### src/rtl/multi_channel_edge_analyzer.sv
// N-channel line-activity analyzer: synchronised edge/level event counting over
// back-to-back fixed windows, with saturation and min/max band pass reporting.
module multi_channel_edge_analyzer #(
    parameter int CHANNELS    = 16,
    parameter int CNT_W       = 12,
    parameter int WINDOW      = 1004,
    parameter int SYNC_STAGES = 2,
    parameter int WIN_CNT_W   = 16
) (
    input  logic                      CLK_100MHz,
    input  logic                      RST_N,
    input  logic                      run,
    input  logic [1:0]                mode,
    input  logic [CHANNELS-1:0]       line_in,
    input  logic [CNT_W-1:0]          exp_min,
    input  logic [CNT_W-1:0]          exp_max,
    output logic [CHANNELS*CNT_W-1:0] cnt_flat,
    output logic [CHANNELS-1:0]       pass_mask,
    output logic [CHANNELS-1:0]       sat_mask,
    output logic                      result_valid,
    output logic [WIN_CNT_W-1:0]      win_seq,
    output logic                      busy
);

    localparam int IDX_W = $clog2(WINDOW);
    localparam int SET_W = $clog2(SYNC_STAGES + 2);
    localparam logic [IDX_W-1:0] IDX_LAST   = IDX_W'(WINDOW - 1);
    localparam logic [SET_W-1:0] SETTLE_LEN = SET_W'(SYNC_STAGES + 1);
    localparam logic [CNT_W-1:0] CNT_MAX    = '1;

    typedef enum logic [1:0] {
        IDLE   = 2'd0,
        SETTLE = 2'd1,
        COUNT  = 2'd2
    } state_t;

    state_t                state;
    logic [SET_W-1:0]      settle_cnt;
    logic [IDX_W-1:0]      idx;
    logic [1:0]            mode_r;
    logic [CNT_W-1:0]      cnt     [CHANNELS];
    logic [CHANNELS-1:0]   sat;

    logic [CHANNELS-1:0]   sync_p  [SYNC_STAGES];
    logic [CHANNELS-1:0]   line_s;
    logic [CHANNELS-1:0]   line_s_d;
    logic [CHANNELS-1:0]   rise;
    logic [CHANNELS-1:0]   fall;
    logic [CHANNELS-1:0]   evt;
    logic [CNT_W-1:0]      cnt_inc [CHANNELS];
    logic [CHANNELS-1:0]   sat_next;
    logic [CHANNELS-1:0]   in_band;

    // Synchroniser chain plus one delayed copy for edge detection
    always_ff @(posedge CLK_100MHz or negedge RST_N) begin
        if (!RST_N) begin
            for (int k = 0; k < SYNC_STAGES; k++) begin
                sync_p[k] <= '0;
            end
            line_s_d <= '0;
        end else begin
            sync_p[0] <= line_in;
            for (int k = 1; k < SYNC_STAGES; k++) begin
                sync_p[k] <= sync_p[k-1];
            end
            line_s_d <= line_s;
        end
    end

    assign line_s = sync_p[SYNC_STAGES-1];
    assign rise   = line_s & ~line_s_d;
    assign fall   = ~line_s & line_s_d;

    always_comb begin
        evt = '0;
        unique case (mode_r)
            2'b00:   evt = rise | fall;
            2'b01:   evt = rise;
            2'b10:   evt = fall;
            default: evt = line_s;
        endcase
    end

    // Saturating increment; the window-end result includes this cycle's event
    always_comb begin
        for (int i = 0; i < CHANNELS; i++) begin
            cnt_inc[i]  = cnt[i];
            sat_next[i] = sat[i];
            if (evt[i]) begin
                if (cnt[i] == CNT_MAX) begin
                    sat_next[i] = 1'b1;
                end else begin
                    cnt_inc[i] = cnt[i] + {{(CNT_W-1){1'b0}}, 1'b1};
                end
            end
            in_band[i] = (cnt_inc[i] >= exp_min) && (cnt_inc[i] <= exp_max);
        end
    end

    always_ff @(posedge CLK_100MHz or negedge RST_N) begin
        if (!RST_N) begin
            state        <= IDLE;
            settle_cnt   <= '0;
            idx          <= '0;
            mode_r       <= 2'b00;
            sat          <= '0;
            cnt_flat     <= '0;
            pass_mask    <= '0;
            sat_mask     <= '0;
            result_valid <= 1'b0;
            win_seq      <= '0;
            busy         <= 1'b0;
            for (int i = 0; i < CHANNELS; i++) begin
                cnt[i] <= '0;
            end
        end else begin
            result_valid <= 1'b0;
            unique case (state)
                IDLE: begin
                    idx <= '0;
                    sat <= '0;
                    for (int i = 0; i < CHANNELS; i++) begin
                        cnt[i] <= '0;
                    end
                    if (run) begin
                        state      <= SETTLE;
                        settle_cnt <= SETTLE_LEN;
                        busy       <= 1'b1;
                    end
                end
                SETTLE: begin
                    if (!run) begin
                        state <= IDLE;
                        busy  <= 1'b0;
                    end else if (settle_cnt == SET_W'(1)) begin
                        state  <= COUNT;
                        idx    <= '0;
                        mode_r <= mode;
                    end else begin
                        settle_cnt <= settle_cnt - SET_W'(1);
                    end
                end
                COUNT: begin
                    if (!run) begin
                        // Partial window is discarded; published results hold
                        state <= IDLE;
                        busy  <= 1'b0;
                        idx   <= '0;
                        sat   <= '0;
                        for (int i = 0; i < CHANNELS; i++) begin
                            cnt[i] <= '0;
                        end
                    end else if (idx == IDX_LAST) begin
                        idx          <= '0;
                        mode_r       <= mode;
                        sat          <= '0;
                        sat_mask     <= sat_next;
                        pass_mask    <= in_band & ~sat_next;
                        result_valid <= 1'b1;
                        win_seq      <= win_seq + WIN_CNT_W'(1);
                        for (int i = 0; i < CHANNELS; i++) begin
                            cnt_flat[i*CNT_W +: CNT_W] <= cnt_inc[i];
                            cnt[i]                     <= '0;
                        end
                    end else begin
                        idx <= idx + IDX_W'(1);
                        sat <= sat_next;
                        for (int i = 0; i < CHANNELS; i++) begin
                            cnt[i] <= cnt_inc[i];
                        end
                    end
                end
                default: begin
                    state <= IDLE;
                    busy  <= 1'b0;
                end
            endcase
        end
    end

endmodule

### config.mk
export PLATFORM = sky130hd
export DESIGN_NAME = multi_channel_edge_analyzer
export DESIGN_NICKNAME = d
export VERILOG_FILES = /design/src/rtl/multi_channel_edge_analyzer.sv
export SDC_FILE = /design/constraint.sdc
export NUM_CORES = 2
export LEC_CHECK = 0
export CAP_MARGIN = 10
export CELL_PAD_IN_SITES_DETAIL_PLACEMENT = 1
export CELL_PAD_IN_SITES_GLOBAL_PLACEMENT = 1
export CORE_MARGIN = 5
export CORE_UTILIZATION = 40
export DETAILED_ROUTE_END_ITERATION = 6
export PLACE_DENSITY_LB_ADDON = 0.1
export SYNTH_ARGS = -nofsm -noshare
export SYNTH_HDL_FRONTEND = slang
export SYNTH_SLANG_ARGS = --single-unit
### constraint.sdc
create_clock -name CLK_100MHz -period 4.3 [get_ports CLK_100MHz]
set_input_delay 0.645 -clock CLK_100MHz [delete_from_list [all_inputs] [get_ports CLK_100MHz]]
set_output_delay 0.645 -clock CLK_100MHz [all_outputs]
set_load 0.05 [all_outputs]
### Cell classes on the final placement

Fill, decap, tap and diode cells in gray.
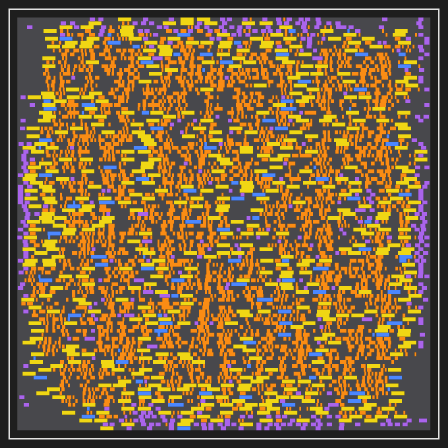
| color | class | cells | share of their area |
|---|---|---|---|
| orange | remaining logic cells | 2,842 | 52% |
| yellow | registers | 514 | 33% |
| purple | remaining buffers and delay cells | 389 | 9.8% |
| blue | clock drivers and dummy loads | 110 | 5.6% |
count of standard-cell rows: 106
Post-Route Utilization: 0.484
area of the core: 83,200 um^2
flop share of the area: 0.319
finished layout cell area: 40,300 um^2

### Placement view

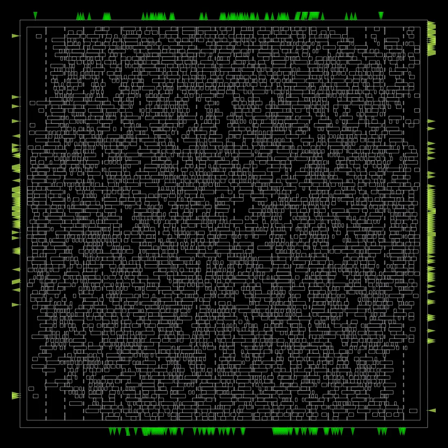
Tapcell Cnt: 1,080
flop count: 514

==> notes.md <==
Physical design

Clock latency on the worst-skew pair, taken at its later pin, is 0.65 ns. 287 I/O pins were placed. The capture point of the critical path was reported as pass_mask[5]. Counting every sink on the clock net gives 514. Per the CTS log, the root buffer master is sky130_fd_sc_hd__clkbuf_16. The fraction of the yosys area taken by sequential cells stands at 0.385.

In this run, synthesis inferred 0 flip-flops with an integrated enable. The logic depth of the worst register-to-register path stands at 13. The die is 299 um tall. In the final layout, excluding clock buffers the buffer count is 389. The area used by multi-input combinational logic stands at 19,500 um^2. The largest clock skew in the final design stands at 0.0139 ns. The hold buffer count at cts stands at 0. By area, the class that comes first in the final layout consists of logic gates. The layout multi-input combinational cell count stands at 2,687. For this run, design rule violations remaining after detail routing come to 0. After the last flow step, the layout net total stands at 4,292. The biggest slice of the total power is consumed by the clock network. The required time of the worst setup path stands at 4.87 ns. Per the repair_timing log after CTS, setup buffers inserted total 0. The clock network fraction of design power stands at 0.402.

TritonCTS built the clock tree. According to the floorplan report, the total die area is 89,400 um^2. Entering global routing, the biggest net connects 122 pins.

The number of detailed-routing iterations run before antenna repair stands at 5. The flow reports an fmax of 248 MHz. For flop-to-flop paths, the worst setup slack is 0.27 ns. Counting the fill cells in the layout gives 9,280. Once detail routing completed, the nets flagged for antenna violations numbered 0. sky130_fd_sc_hd__dfrtp_1 takes more of the synthesized area than any other cell. The worst vdd rail ir drop stands at 0.315 mV. The flow ran to the end, and the final reports show no timing, DRC or antenna violations. For this run the top cell type by instance count after synthesis was sky130_fd_sc_hd__dfrtp_1. The warning total across the stage logs stands at 51. The number of non-clock inverters stands at 155.

The placed wire-length estimate after detailed placement stands at 92.0 mm. In this run the layout overhead on the synthesized area is reported as 20.6%.
### Routed metal per tile

Scale bar: 100 um. 30 x 30 tiles, from black (low) to pale yellow (high), scaled to the fullest tile. Values are wire area over tile area, all layers added.
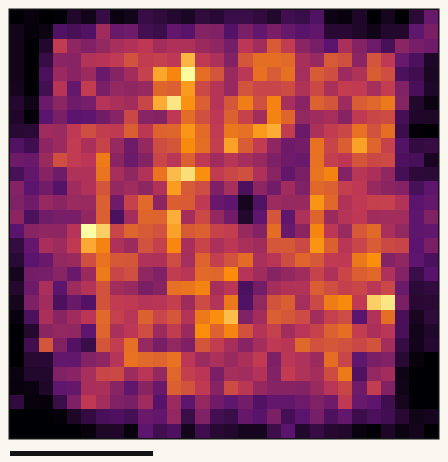
fullest tile: 0.58
mean over tiles: 0.23
tiles over half the peak: 33%
nearly empty tiles: 4.0%
post-detailed-route wirelength per cell: 26.0 um
Tot GR Track Use: 0.279

### Sequential cells grouped by signal name

Other sequential cells in the stronger gray, the rest of the logic in the fainter gray.
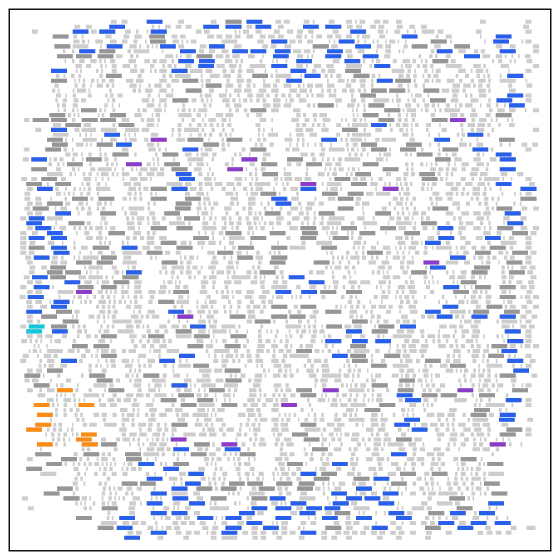
| color | netlist name | flops |
|---|---|---|
| orange | `idx` | 10 |
| blue | `cnt_flat` | 192 |
| cyan | `settle_cnt` | 2 |
| purple | `sat` | 16 |
not colored: 294
Flop+latch power: 0.00503 W
total area of sequential cells: 12,900 um^2

No activity file was given, so power comes from the tool's default toggle rates.
